## src/rtl/instr_fetch_if.sv

```systemverilog
// wishbone_if: classic Wishbone bus bundle between the instruction fetch
// master and the boot ROM slave.
//   cyc, stb  : bus cycle / strobe (master -> slave)
//   we        : write enable, always 0 for this master
//   sel[3:0]  : byte selects, always 4'hF
//   adr[31:0] : word-aligned byte address
//   dat_i     : read data (slave -> master)
//   ack       : cycle acknowledge (slave -> master)
interface wishbone_if;
  logic        cyc;
  logic        stb;
  logic        we;
  logic [3:0]  sel;
  logic [31:0] adr;
  logic [31:0] dat_i;
  logic        ack;

  modport master (output cyc, output stb, output we, output sel, output adr,
                  input dat_i, input ack);
  modport slave  (input cyc, input stb, input we, input sel, input adr,
                  output dat_i, output ack);
endinterface

```

## src/rtl/instr_fetch.sv

```systemverilog
// instr_fetch: sequential instruction prefetcher in front of the boot ROM.
// Issues one Wishbone read at a time from fetch_pc, buffers {pc, word} pairs
// in a FIFO_DEPTH-entry prefetch FIFO and hands them to decode over
// valid/ready. A redirect flushes the FIFO and restarts fetch at a new address.
// Ports:
//   clk, reset         : clock, synchronous active-high reset
//   wishbone           : Wishbone master (cyc/stb/we/sel/adr out, dat_i/ack in)
//   redirect_valid/_pc : restart fetch at redirect_pc (low 2 bits ignored)
//   instr_valid/ready  : decode handshake on the FIFO head
//   instr_data/pc      : instruction word at the head and its byte address
module instr_fetch #(
  parameter logic [31:0] RESET_PC   = 32'h0000_0000,
  parameter int          FIFO_DEPTH = 4
) (
  input  logic        clk,
  input  logic        reset,
  wishbone_if.master  wishbone,
  input  logic        redirect_valid,
  input  logic [31:0] redirect_pc,
  output logic        instr_valid,
  input  logic        instr_ready,
  output logic [31:0] instr_data,
  output logic [31:0] instr_pc
);

  localparam int AW = $clog2(FIFO_DEPTH);
  localparam int CW = AW + 1;
  localparam logic [CW-1:0] DEPTH_C = CW'(FIFO_DEPTH);

  typedef enum logic [1:0] {
    IDLE  = 2'd0,
    FETCH = 2'd1,
    DRAIN = 2'd2
  } state_t;

  state_t        state_r;
  logic [31:0]   fetch_pc_r;
  logic [31:0]   adr_r;
  logic          cyc_r;

  logic [31:0]   pc_mem_r   [FIFO_DEPTH];
  logic [31:0]   data_mem_r [FIFO_DEPTH];
  logic [AW-1:0] wr_ptr_r;
  logic [AW-1:0] rd_ptr_r;
  logic          full_r;

  logic          empty_s;
  logic          push_s;
  logic          pop_s;
  logic [CW-1:0] occ_s;
  logic [CW-1:0] occ_after_s;
  logic [31:0]   target_s;
  logic [31:0]   pc_inc_s;

  // Bus outputs come straight from registers; we/sel are fixed for a read-only master.
  assign wishbone.cyc = cyc_r;
  assign wishbone.stb = cyc_r;
  assign wishbone.we  = 1'b0;
  assign wishbone.sel = 4'hF;
  assign wishbone.adr = adr_r;

  // FIFO status, handshake qualifiers and next-address arithmetic.
  always_comb begin
    empty_s  = (wr_ptr_r == rd_ptr_r) && !full_r;
    occ_s    = full_r ? DEPTH_C : {1'b0, AW'(wr_ptr_r - rd_ptr_r)};
    // A redirect flushes the FIFO, so neither a pop nor the returning word counts.
    pop_s    = !empty_s && instr_ready && !redirect_valid;
    push_s   = (state_r == FETCH) && wishbone.ack && !redirect_valid;
    occ_after_s = occ_s + {{AW{1'b0}}, push_s} - {{AW{1'b0}}, pop_s};
    target_s = redirect_pc & 32'hFFFF_FFFC;
    pc_inc_s = fetch_pc_r + 32'd4;
  end

  // Decode-side view of the FIFO head; data/pc read as zero while empty.
  always_comb begin
    instr_valid = !empty_s;
    if (!empty_s) begin
      instr_data = data_mem_r[rd_ptr_r];
      instr_pc   = pc_mem_r[rd_ptr_r];
    end else begin
      instr_data = 32'h0000_0000;
      instr_pc   = 32'h0000_0000;
    end
  end

  // FIFO storage: written only on an accepted ack, no reset needed on the data.
  always_ff @(posedge clk) begin
    if (push_s && !reset) begin
      data_mem_r[wr_ptr_r] <= wishbone.dat_i;
      pc_mem_r[wr_ptr_r]   <= fetch_pc_r;
    end
  end

  // FIFO pointers and full flag; redirect empties the FIFO in one cycle.
  always_ff @(posedge clk) begin
    if (reset) begin
      wr_ptr_r <= '0;
      rd_ptr_r <= '0;
      full_r   <= 1'b0;
    end else if (redirect_valid) begin
      wr_ptr_r <= '0;
      rd_ptr_r <= '0;
      full_r   <= 1'b0;
    end else begin
      if (push_s) begin
        wr_ptr_r <= wr_ptr_r + AW'(1);
      end
      if (pop_s) begin
        rd_ptr_r <= rd_ptr_r + AW'(1);
      end
      if (push_s && !pop_s) begin
        full_r <= ((wr_ptr_r + AW'(1)) == rd_ptr_r);
      end else if (pop_s && !push_s) begin
        full_r <= 1'b0;
      end
    end
  end

  // Fetch FSM with registered cyc/stb/adr; one bus cycle outstanding at most.
  always_ff @(posedge clk) begin
    if (reset) begin
      state_r    <= IDLE;
      cyc_r      <= 1'b0;
      adr_r      <= 32'h0000_0000;
      fetch_pc_r <= RESET_PC;
    end else begin
      case (state_r)
        IDLE: begin
          if (redirect_valid) begin
            fetch_pc_r <= target_s;
            adr_r      <= target_s;
            cyc_r      <= 1'b1;
            state_r    <= FETCH;
          end else if (occ_s < DEPTH_C) begin
            adr_r   <= fetch_pc_r;
            cyc_r   <= 1'b1;
            state_r <= FETCH;
          end
        end
        FETCH: begin
          if (redirect_valid) begin
            fetch_pc_r <= target_s;
            if (wishbone.ack) begin
              // Cycle just completed: drop its data and start the new target.
              adr_r   <= target_s;
              state_r <= FETCH;
            end else begin
              // Cannot abort a classic cycle; wait for its ack and discard it.
              state_r <= DRAIN;
            end
          end else if (wishbone.ack) begin
            fetch_pc_r <= pc_inc_s;
            if (occ_after_s < DEPTH_C) begin
              adr_r <= pc_inc_s;
            end else begin
              cyc_r   <= 1'b0;
              state_r <= IDLE;
            end
          end
        end
        DRAIN: begin
          if (redirect_valid) begin
            fetch_pc_r <= target_s;
            if (wishbone.ack) begin
              adr_r   <= target_s;
              state_r <= FETCH;
            end
          end else if (wishbone.ack) begin
            adr_r   <= fetch_pc_r;
            state_r <= FETCH;
          end
        end
        default: begin
          cyc_r   <= 1'b0;
          state_r <= IDLE;
        end
      endcase
    end
  end

endmodule

```

## src/flat_wrapper.sv

```systemverilog
// flat-port wrapper written by rule: the top's interface ports become plain ports
module instr_fetch_flat 
#(
  parameter logic [31:0] RESET_PC   = 32'h0000_0000,
  parameter int          FIFO_DEPTH = 4
)
  (clk, reset, redirect_valid, redirect_pc, instr_valid, instr_ready, instr_data, instr_pc, wishbone_cyc, wishbone_stb, wishbone_we, wishbone_sel, wishbone_adr, wishbone_dat_i, wishbone_ack);
  wishbone_if wishbone_i ();
  input  logic clk;
  input  logic reset;
  input  logic redirect_valid;
  input  logic [31:0] redirect_pc;
  output logic instr_valid;
  input  logic instr_ready;
  output logic [31:0] instr_data;
  output logic [31:0] instr_pc;
  output wire logic [$bits(wishbone_i.cyc)-1:0] wishbone_cyc;
  output wire logic [$bits(wishbone_i.stb)-1:0] wishbone_stb;
  output wire logic [$bits(wishbone_i.we)-1:0] wishbone_we;
  output wire logic [$bits(wishbone_i.sel)-1:0] wishbone_sel;
  output wire logic [$bits(wishbone_i.adr)-1:0] wishbone_adr;
  input wire logic [$bits(wishbone_i.dat_i)-1:0] wishbone_dat_i;
  input wire logic [$bits(wishbone_i.ack)-1:0] wishbone_ack;
  assign wishbone_cyc = wishbone_i.cyc;
  assign wishbone_stb = wishbone_i.stb;
  assign wishbone_we = wishbone_i.we;
  assign wishbone_sel = wishbone_i.sel;
  assign wishbone_adr = wishbone_i.adr;
  assign wishbone_i.dat_i = wishbone_dat_i;
  assign wishbone_i.ack = wishbone_ack;
  instr_fetch #(.RESET_PC(RESET_PC), .FIFO_DEPTH(FIFO_DEPTH)) u_core (.clk(clk), .reset(reset), .wishbone(wishbone_i), .redirect_valid(redirect_valid), .redirect_pc(redirect_pc), .instr_valid(instr_valid), .instr_ready(instr_ready), .instr_data(instr_data), .instr_pc(instr_pc));
endmodule
```

## config.mk

```make
export PLATFORM = sky130hd
export DESIGN_NAME = instr_fetch_flat
export DESIGN_NICKNAME = d
export VERILOG_FILES = /design/src/rtl/instr_fetch_if.sv /design/src/rtl/instr_fetch.sv /design/src/flat_wrapper.sv
export SDC_FILE = /design/constraint.sdc
export NUM_CORES = 1
export LEC_CHECK = 0
export CORE_MARGIN = 2
export CORE_UTILIZATION = 45
export CTS_BUF_LIST = sky130_fd_sc_hd__clkbuf_8
export CTS_CLUSTER_DIAMETER = 150
export DETAILED_ROUTE_END_ITERATION = 16
export PLACE_DENSITY = 0.69
export SYNTH_ARGS = -nofsm -noshare
export SYNTH_HDL_FRONTEND = slang
export SYNTH_SLANG_ARGS = --single-unit
```

## constraint.sdc

```tcl
create_clock -name clk -period 4.1 [get_ports clk]
set_clock_uncertainty 0.05 [all_clocks]
set_input_delay 1.025 -clock clk [delete_from_list [all_inputs] [get_ports clk]]
set_output_delay 1.025 -clock clk [all_outputs]
set_load 0.05 [all_outputs]
```

Fig. 1: selected gate families
(1.5 px per um)
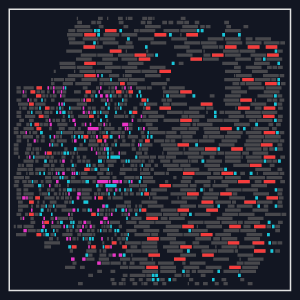
Key: NAND gates = magenta [cells 107]; NOR gates = cyan [cells 193]; multiplexers = red [cells 99, where spread over the die]

Fig. 2: track usage over the die
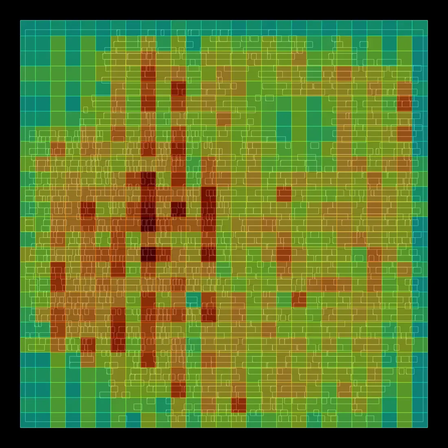
GR Layer Usage met1: 29.6%
GR Util met2: 33.9%
all-layer global routing usage: 21.2%
met3 Use GR: 3.67%

==> job_summary.md <==
## Synthesis and layout report

| Metric | Value |
|---|---|
| Top-count cell post-synth | edfxtp_1 |
| R2r setup slk | 0.69 ns |
| Drt total wl | between 30 and 40 mm |
| Hold buffers post-CTS | 0 |
| Crit path required time | between 3 and 4 ns |
| Status | finished clean |
| Synth area leader | edfxtp_1 |
| GP Congestion | 0.895 |
| Sink Count | 320 |
| Vias in the first global route | 10200 |
| Synthesized cell area | 0.0150 mm^2 |
| Mean Syn Cell Area | approximately 13 um^2 |
| YS warnings | 0 |
| Largest net degree at the start of global routing | between 60 and 70 |
| Post-DP HPWL | approximately 24 mm |
| Crit-path leading delay family | buffers and inverters |
| Hold Path Stages | 1 |
| CTS Buffer Depth | 3 |
| Fin. Hold Viols | 0 |
| Inverter count | 17 |
| Crit Path Class | reg -> out |
| Chip Width | between 150 and 200 um |
| Seq pwr share | around half |
Fig. 3: sequential cells grouped by signal name
(1.5 px per um)
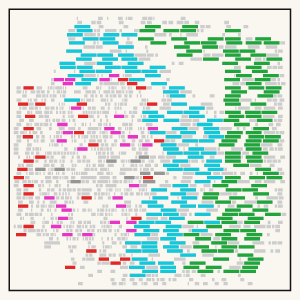
Key: u_core.data_mem_r = green [placed flops 128]; u_core.wishbone.adr = red [placed flops 32]; u_core.pc_mem_r = cyan [placed flops 120]; u_core.fetch_pc_r = magenta [placed flops 30]
Another 10 sequential cells are not colored.
seq pwr: 3.83 mW
Seq. cell area: 0.00889 mm^2

Fig. 4: ports around the boundary
(2 px per um) Pins as bars across the die edge, other pins in gray.
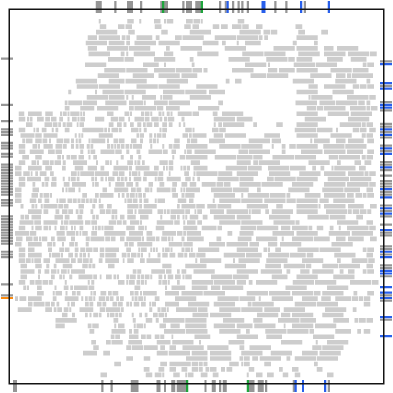
Key: reset = orange [pins 1, direction input, edge west]; wishbone_sel = green [pins 4, direction output, edge 2 north, 2 south]; instr_data = blue [pins 32, direction output, edge 24 east, 5 north, 3 south]
All pins by edge: 58 east, 43 west, 38 south, 34 north.

Power and IR drop assume default switching activity.
